==> images/registers.png <==
Scale bar: 20 µm. Other sequential cells in the stronger grey, the rest of the logic in the fainter grey.
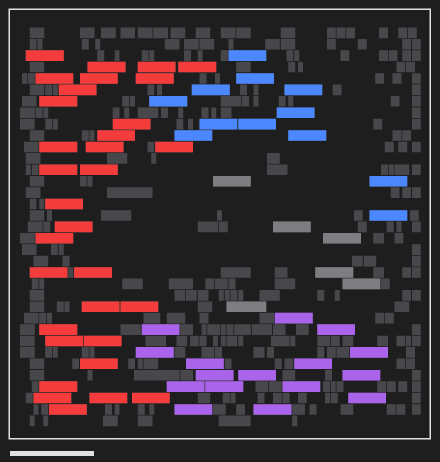
==> images/metal_stack.png <==
Scale bar: 20 µm. Only two layers are drawn.
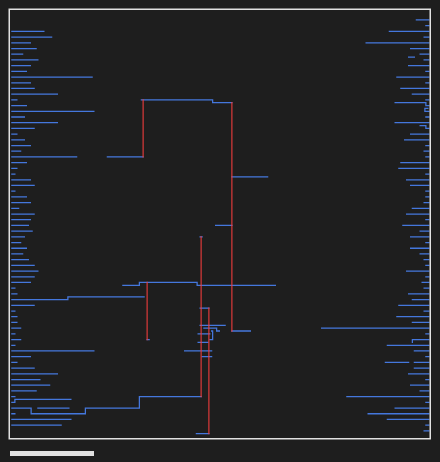
==> images/cell_classes.png <==
Scale bar: 20 µm.
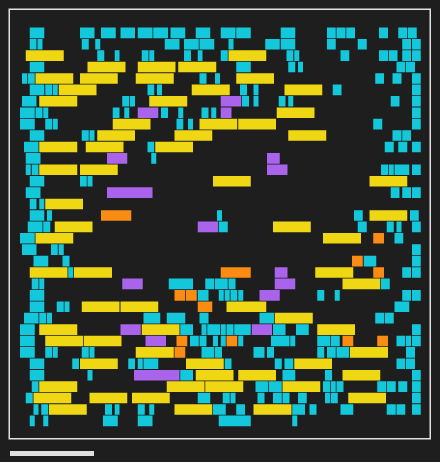
`config.mk`:
```
export PLATFORM = sky130hd
export DESIGN_NAME = dmem_arbiter_flat
export DESIGN_NICKNAME = d
export VERILOG_FILES = /design/src/rtl/dmem_arbiter_if.sv /design/src/rtl/dmem_arbiter.sv /design/src/flat_wrapper.sv
export SDC_FILE = /design/constraint.sdc
export NUM_CORES = 1
export LEC_CHECK = 0
export CORE_AREA = 2 2 98 100
export DETAILED_ROUTE_END_ITERATION = 6
export DIE_AREA = 0 0 100 102
export DONT_BUFFER_PORTS = 1
export GPL_ROUTABILITY_DRIVEN = 0
export PLACE_DENSITY = 0.54
export SETUP_SLACK_MARGIN = 0.02
export SLEW_MARGIN = 20
export SYNTH_ARGS = -nofsm -noshare
export SYNTH_HDL_FRONTEND = slang
export SYNTH_SLANG_ARGS = --single-unit
```
`constraint.sdc`:
```
create_clock -name clock -period 2.4 [get_ports clock]
set_clock_uncertainty 0.15 [all_clocks]
set_input_delay 0.36 -clock clock [delete_from_list [all_inputs] [get_ports clock]]
set_output_delay 0.36 -clock clock [all_outputs]
set_load 0.02 [all_outputs]
```
`src/rtl/dmem_arbiter_if.sv`:
```
// rtl/dmem_arbiter_if.sv - requester, dmem and debug signals of dmem_arbiter
// slave is the arbiter side; master is the requesters plus the dmem instance.
interface dmem_arbiter_if #(
  parameter int ADDR_W = 12,
  parameter int DATA_W = 32,
  parameter int CNT_W  = 16
);
  logic              req0;
  logic              req1;
  logic              we0;
  logic              we1;
  logic [ADDR_W-1:0] addr0;
  logic [ADDR_W-1:0] addr1;
  logic [DATA_W-1:0] wdata0;
  logic [DATA_W-1:0] wdata1;
  logic              gnt0;
  logic              gnt1;
  logic              rvalid0;
  logic              rvalid1;
  logic [DATA_W-1:0] rdata0;
  logic [DATA_W-1:0] rdata1;
  logic [ADDR_W-1:0] address_dmem;
  logic [DATA_W-1:0] data;
  logic              wren;
  logic [DATA_W-1:0] q_dmem;
  logic [CNT_W-1:0]  conflict_cnt;

  modport slave (
    input  req0, req1, we0, we1, addr0, addr1, wdata0, wdata1, q_dmem,
    output gnt0, gnt1, rvalid0, rvalid1, rdata0, rdata1,
           address_dmem, data, wren, conflict_cnt
  );

  modport master (
    output req0, req1, we0, we1, addr0, addr1, wdata0, wdata1, q_dmem,
    input  gnt0, gnt1, rvalid0, rvalid1, rdata0, rdata1,
           address_dmem, data, wren, conflict_cnt
  );
endinterface

```
`src/rtl/dmem_arbiter.sv`:
```
// rtl/dmem_arbiter.sv - two-requester arbiter in front of a single-port synchronous dmem
// Registers the winning command onto dmem and steers read data back by a {valid,id} pipe.
module dmem_arbiter #(
  parameter int ADDR_W     = 12,
  parameter int DATA_W     = 32,
  parameter int FIXED_PRIO = 0,
  parameter int CNT_W      = 16
) (
  input logic           clock,
  input logic           reset,
  dmem_arbiter_if.slave bus
);

  logic              last_winner_q, last_winner_d;
  logic [ADDR_W-1:0] address_q, address_d;
  logic [DATA_W-1:0] data_q, data_d;
  logic              wren_q, wren_d;
  logic              s1_valid_q, s1_valid_d;
  logic              s1_id_q, s1_id_d;
  logic              s2_valid_q, s2_valid_d;
  logic              s2_id_q, s2_id_d;
  logic [CNT_W-1:0]  cnt_q, cnt_d;

  logic              contend;
  logic              gnt0;
  logic              gnt1;
  logic              accept;
  logic              win_id;
  logic              win_we;
  logic [ADDR_W-1:0] win_addr;
  logic [DATA_W-1:0] win_wdata;
  logic              rvalid0;
  logic              rvalid1;

  assign contend = bus.req0 & bus.req1;

  // Ties go to the requester that did not win last; last_winner resets to 1 so 0 wins first.
  always_comb begin
    gnt0 = 1'b0;
    gnt1 = 1'b0;
    if (!reset) begin
      if (contend) begin
        if ((FIXED_PRIO != 0) || last_winner_q) begin
          gnt0 = 1'b1;
        end else begin
          gnt1 = 1'b1;
        end
      end else begin
        gnt0 = bus.req0;
        gnt1 = bus.req1;
      end
    end
  end

  assign accept = (bus.req0 & gnt0) | (bus.req1 & gnt1);
  assign win_id = gnt1;

  always_comb begin
    win_we    = bus.we0;
    win_addr  = bus.addr0;
    win_wdata = bus.wdata0;
    if (win_id) begin
      win_we    = bus.we1;
      win_addr  = bus.addr1;
      win_wdata = bus.wdata1;
    end
  end

  always_comb begin
    last_winner_d = last_winner_q;
    address_d     = address_q;
    data_d        = data_q;
    wren_d        = 1'b0;
    s1_valid_d    = 1'b0;
    s1_id_d       = s1_id_q;
    s2_valid_d    = s1_valid_q;
    s2_id_d       = s1_id_q;
    cnt_d         = cnt_q;
    if (accept) begin
      last_winner_d = win_id;
      address_d     = win_addr;
      data_d        = win_wdata;
      wren_d        = win_we;
      s1_valid_d    = ~win_we;
      s1_id_d       = win_id;
    end
    if (contend && (cnt_q != {CNT_W{1'b1}})) begin
      cnt_d = cnt_q + {{(CNT_W-1){1'b0}}, 1'b1};
    end
  end

  always_ff @(posedge clock or posedge reset) begin
    if (reset) begin
      last_winner_q <= 1'b1;
      address_q     <= '0;
      data_q        <= '0;
      wren_q        <= 1'b0;
      s1_valid_q    <= 1'b0;
      s1_id_q       <= 1'b0;
      s2_valid_q    <= 1'b0;
      s2_id_q       <= 1'b0;
      cnt_q         <= '0;
    end else begin
      last_winner_q <= last_winner_d;
      address_q     <= address_d;
      data_q        <= data_d;
      wren_q        <= wren_d;
      s1_valid_q    <= s1_valid_d;
      s1_id_q       <= s1_id_d;
      s2_valid_q    <= s2_valid_d;
      s2_id_q       <= s2_id_d;
      cnt_q         <= cnt_d;
    end
  end

  assign rvalid0 = s2_valid_q & ~s2_id_q;
  assign rvalid1 = s2_valid_q & s2_id_q;

  assign bus.gnt0         = gnt0;
  assign bus.gnt1         = gnt1;
  assign bus.rvalid0      = rvalid0;
  assign bus.rvalid1      = rvalid1;
  assign bus.rdata0       = rvalid0 ? bus.q_dmem : '0;
  assign bus.rdata1       = rvalid1 ? bus.q_dmem : '0;
  assign bus.address_dmem = address_q;
  assign bus.data         = data_q;
  assign bus.wren         = wren_q;
  assign bus.conflict_cnt = cnt_q;

endmodule
```
`src/flat_wrapper.sv`:
```
// flat-port wrapper written by rule: the top's interface ports become plain ports
module dmem_arbiter_flat 
#(
  parameter int ADDR_W     = 12,
  parameter int DATA_W     = 32,
  parameter int FIXED_PRIO = 0,
  parameter int CNT_W      = 16
)
  (clock, reset, bus_req0, bus_req1, bus_we0, bus_we1, bus_addr0, bus_addr1, bus_wdata0, bus_wdata1, bus_q_dmem, bus_gnt0, bus_gnt1, bus_rvalid0, bus_rvalid1, bus_rdata0, bus_rdata1, bus_address_dmem, bus_data, bus_wren, bus_conflict_cnt);
  dmem_arbiter_if #(.ADDR_W(ADDR_W), .DATA_W(DATA_W), .CNT_W(CNT_W)) bus_i ();
  input logic clock;
  input logic reset;
  input wire logic [$bits(bus_i.req0)-1:0] bus_req0;
  input wire logic [$bits(bus_i.req1)-1:0] bus_req1;
  input wire logic [$bits(bus_i.we0)-1:0] bus_we0;
  input wire logic [$bits(bus_i.we1)-1:0] bus_we1;
  input wire logic [$bits(bus_i.addr0)-1:0] bus_addr0;
  input wire logic [$bits(bus_i.addr1)-1:0] bus_addr1;
  input wire logic [$bits(bus_i.wdata0)-1:0] bus_wdata0;
  input wire logic [$bits(bus_i.wdata1)-1:0] bus_wdata1;
  input wire logic [$bits(bus_i.q_dmem)-1:0] bus_q_dmem;
  output wire logic [$bits(bus_i.gnt0)-1:0] bus_gnt0;
  output wire logic [$bits(bus_i.gnt1)-1:0] bus_gnt1;
  output wire logic [$bits(bus_i.rvalid0)-1:0] bus_rvalid0;
  output wire logic [$bits(bus_i.rvalid1)-1:0] bus_rvalid1;
  output wire logic [$bits(bus_i.rdata0)-1:0] bus_rdata0;
  output wire logic [$bits(bus_i.rdata1)-1:0] bus_rdata1;
  output wire logic [$bits(bus_i.address_dmem)-1:0] bus_address_dmem;
  output wire logic [$bits(bus_i.data)-1:0] bus_data;
  output wire logic [$bits(bus_i.wren)-1:0] bus_wren;
  output wire logic [$bits(bus_i.conflict_cnt)-1:0] bus_conflict_cnt;
  assign bus_i.req0 = bus_req0;
  assign bus_i.req1 = bus_req1;
  assign bus_i.we0 = bus_we0;
  assign bus_i.we1 = bus_we1;
  assign bus_i.addr0 = bus_addr0;
  assign bus_i.addr1 = bus_addr1;
  assign bus_i.wdata0 = bus_wdata0;
  assign bus_i.wdata1 = bus_wdata1;
  assign bus_i.q_dmem = bus_q_dmem;
  assign bus_gnt0 = bus_i.gnt0;
  assign bus_gnt1 = bus_i.gnt1;
  assign bus_rvalid0 = bus_i.rvalid0;
  assign bus_rvalid1 = bus_i.rvalid1;
  assign bus_rdata0 = bus_i.rdata0;
  assign bus_rdata1 = bus_i.rdata1;
  assign bus_address_dmem = bus_i.address_dmem;
  assign bus_data = bus_i.data;
  assign bus_wren = bus_i.wren;
  assign bus_conflict_cnt = bus_i.conflict_cnt;
  dmem_arbiter #(.ADDR_W(ADDR_W), .DATA_W(DATA_W), .FIXED_PRIO(FIXED_PRIO), .CNT_W(CNT_W)) u_core (.clock(clock), .reset(reset), .bus(bus_i));
endmodule
```
==> run_results.csv <==
group,metric,value,unit
routing,antenna_left,0,
clock_network,clkTransAtPathRegs,70,ps
run,warning_total_across_the_stage_logs,26,
cells_and_area,fill_cells,924,
power_and_ir_drop,share_clk_of_total_power,33.5,%
outcome,status,"complete, no violations",
yosys,main_area_contributors,"sky130_fd_sc_hd__dfrtp_1, sky130_fd_sc_hd__mux2i_1, sky130_fd_sc_hd__o21ai_0",
power_and_ir_drop,comb_pwr_share,16.7,%
power_and_ir_drop,power,3.259,mW
sta,setup_violations,0,
sta,timing.final.ws_setup,258.3,ps
yosys,ys_seq_share,47.98,%
floorplanning,num_io_pins,255,
sta,fmaxAchievable,466.9,MHz
sta,timing.final.max_slew_violations,0,
min_path,count_of_cells_along_the_worst_hold_path,2,
yosys,count_of_flip_flops_with_a_built_in_enable_after_synthesis,0,
yosys,yosysWarningCount,0,
placement,dpl_worst_slack,325.4,ps
cells_and_area,fin_area,0.003867,mm²
yosys,yosys_stat_cell_total,358,
grt,grt_max_degree,55,
yosys,yosys.area.top_type,"sky130_fd_sc_hd__dfrtp_1",
yosys,distinct_cell_type_count_of_the_synthesized_netlist,31,
sta,grt_setup_unrepaired,"no",
sta,timing.slew.headroom,45.44,%
power_and_ir_drop,netSwitchingFraction,34.65,%
min_path,hp-start,"bus_req1",
clock_network,cts_tree,"built",
clock_network,cts.sink_count,66,
critical_path,cp-end-kind,"output port",
yosys,netlist_instances,358,
yosys,floorplan.nets,485,
power_and_ir_drop,net_switching_power,1.129,mW
floorplanning,die_h,102,µm
yosys,top_cell_area_share,47.22,%
grt,global_route.overflow_total,0,
placement,port-buffer-count,0,
clock_network,cts_buffers,9,
critical_path,cp-startpoint,"reset",
floorplanning,die_width,100,µm
placement,dpl.hpwl,7248,µm
yosys,synth_chip_area,0.003445,mm²
routing,dr_pass1_iterations,4,
clock_network,cts-root-buf,"sky130_fd_sc_hd__clkbuf_8",
sta,period_needed,2142,ps
power_and_ir_drop,irDropWorstVdd,0.3444,mV
routing,avgViaCountPerCell,5.422,
routing,drc,0,
floorplanning,core_area,0.009109,mm²
clock_network,cts.repair.resized,0,
floorplanning,chip_footprint,0.01020,mm²
cells_and_area,drive_gt1_share,10.19,%
run,maxCapViolCount,0,
cells_and_area,num_antenna_cells,0,
yosys,common_cells,"sky130_fd_sc_hd__dfrtp_1, sky130_fd_sc_hd__nand2_1, sky130_fd_sc_hd__o21ai_0, sky130_fd_sc_hd__mux2i_1",
placement,detailed_place.area,0.003621,mm²
grt,grt_first_pass_wirelength,13500,µm
grt,grt_pass1_vias,2461,
critical_path,critical_path_peak_fanout,4,
critical_path,r2r_end,"u_core.bus.conflict_cnt[1]",
power_and_ir_drop,internal_power,2.130,mW
clock_network,clockBufferDepth,2,
sta,final_hold_viol_count,0,
sta,timing.final.crit_share,89.24,%
sta,tns,0,ps
placement,place.detailed.instances,457,
yosys,asyncSetResetFlopFracSynth,100.0,%
critical_path,worst_r2r_path_depth,4,
clock_network,h_tree_depth,3,
yosys,synth_dominant_cell_count,"sky130_fd_sc_hd__dfrtp_1",
critical_path,worst-endpoint-arrival,1630,ps
critical_path,cp_data_required_time,1890,ps
critical_path,reg2reg_from,"u_core.bus.conflict_cnt[11]",
clock_network,cts_post_setup_buffers_inserted,0,
critical_path,worst_setup_path_endpoint,"bus_gnt0",
critical_path,criticalPathCategory,"input port to output port",
cells_and_area,stdcell_count,474,
cells_and_area,fin_nets,485,
clock_network,hold_buffers,1,
sta,tightest_slew,815.3,ps
cells_and_area,areaGrowthSynthToFinish,12.28,%
min_path,hold_path_end,"u_core.last_winner_q",
critical_path,r2r_slack,290,ps
floorplanning,floorplan.core_util,37.82,%
yosys,postSynthRegisterBits,66,
clock_network,insertion_delay_of_the_later_clocked_pin_in_the_worst_skew_pair,340,ps
routing,drt_iter0_drc,118,
grt,grt_antenna_before_repair,0,
yosys,syn-cell-area,0.003445,mm²
power_and_ir_drop,power-per-cell-area,842.7,mW/mm²
power_and_ir_drop,total_leakage_power,2.009,nW
yosys,ys_dominant_reg_cell,"sky130_fd_sc_hd__dfrtp_1",
critical_path,startpoint_type,"input port",
yosys,syn_area_per_cell,9.622,µm²
min_path,hp-class,"input port to flop",
power_and_ir_drop,power_frac_seq,49.7,%
About registers.png:
Key: u_core.bus.data = red [sequential cells 32, where a column on the left]; u_core.bus.conflict_cnt = purple [sequential cells 16]; u_core.bus.address_dmem = blue [sequential cells 12]

About metal_stack.png:
Key: met4 = red [wire length 150 µm]; met3 = blue [wire length 877 µm]
detail-routed net length per standard cell: 19.62 µm
Tot GR Track Use: 17.61%
vias: 2570
Total Routed Length: 9298 µm

About cell_classes.png:
Key: clock drivers and dummy loads = purple [cells 16, share of their area 6.3%]; flip-flops = yellow [cells 66, share of their area 44%]; other buffers and delay cells = orange [cells 13, share of their area 3.4%]; all other logic = cyan [cells 268, share of their area 46%]
final core utilization: 42.46%
number of cell rows: 35

==> power by group through the flow <==
stage / logic [mW] / clock network (mW) / registers (mW)
6_report: 0.546 / 1.09 / 1.62
5_1_grt: 0.622 / 1.18 / 1.65
4_1_cts: 0.555 / 1.13 / 1.63
3_5_place_dp: 0.553 / 0 / 1.65
3_3_place_gp: 0.541 / 0 / 1.64
2_1_floorplan: 0.393 / 0 / 1.63
==> cell type report <==
type	count	area [µm²]	area share [%]
clock buffers	11	151.4	3.915
clock inverters	5	85.08	2.200
inverters	5	22.52	0.5823
multi-input cells	263	1692	43.74
flip-flops and latches	66	1653	42.74
well taps	111	138.9	3.591
repair buffers	13	125.1	3.235
==> critical path, stage by stage <==
cell and delay (ps):
sky130_fd_sc_hd__dlygate4sd3_1 570, sky130_fd_sc_hd__clkinvlp_4 120, sky130_fd_sc_hd__nand2_1 70, sky130_fd_sc_hd__a21oi_1 510
==> flip-flops by register name, indices dropped and copies added, names as in the netlist <==
| name | count |
|---|---|
| u_core.bus.data | 32 |
| u_core.bus.address_dmem | 12 |
| u_core.s2_valid_q | 1 |
| u_core.last_winner_q | 1 |
| u_core.s2_id_q | 1 |
| u_core.bus.wren | 1 |
| u_core.s1_valid_q | 1 |
| u_core.s1_id_q | 1 |
| u_core.bus.conflict_cnt | 16 |
==> metrics by stage <==
step                hold slack (ps)  util, %
global route                  20.01    42.46
finish                        18.17    42.46
CTS                           3.714    42.46
floorplan                     181.2        -
global placement              189.0    39.75
detailed placement            193.3    39.75
==> layout by cell type (no fill, tap or decap), types with 3 or more instances in the layout <==
cell | synthesis | final
sky130_fd_sc_hd__dfrtp_1 | 65 | 65
sky130_fd_sc_hd__nand2_1 | 52 | 52
sky130_fd_sc_hd__o21ai_0 | 46 | 46
sky130_fd_sc_hd__mux2i_1 | 45 | 45
sky130_fd_sc_hd__and2_1 | 34 | 34
sky130_fd_sc_hd__and3_1 | 34 | 34
sky130_fd_sc_hd__clkbuf_8 | 0 | 11
sky130_fd_sc_hd__buf_4 | 0 | 10
sky130_fd_sc_hd__nand3_1 | 7 | 7
sky130_fd_sc_hd__xnor2_1 | 7 | 7
sky130_fd_sc_hd__nor3_1 | 6 | 6
sky130_fd_sc_hd__xor2_1 | 6 | 6
sky130_fd_sc_hd__inv_1 | 5 | 4
sky130_fd_sc_hd__nor2_1 | 4 | 4
sky130_fd_sc_hd__nand4_1 | 3 | 3
sky130_fd_sc_hd__a21oi_1 | 3 | 3
==> per-layer routing <==
metal  GRT usage, %  routed length (µm)
met4          6.112                 149
met3          6.156                 877
met2          32.02                4813
met5              0                   0
met1          19.17                3457
==> kinds of logic (layout without fill, tap and decap cells) <==
kind of cell	count (synthesis)	after routing	synth area share [%]
multiplexers	46	46	13.40
adder cells (fa/ha/maj)	1	1	0.3632
AND/OR/NAND/NOR	149	149	23.43
buffers and inverters	29	34	3.342
flip-flops	66	66	47.98
AND-OR/OR-AND	54	54	8.173
XOR/XNOR	13	13	3.306
Power is estimated from default activity; no workload was simulated.
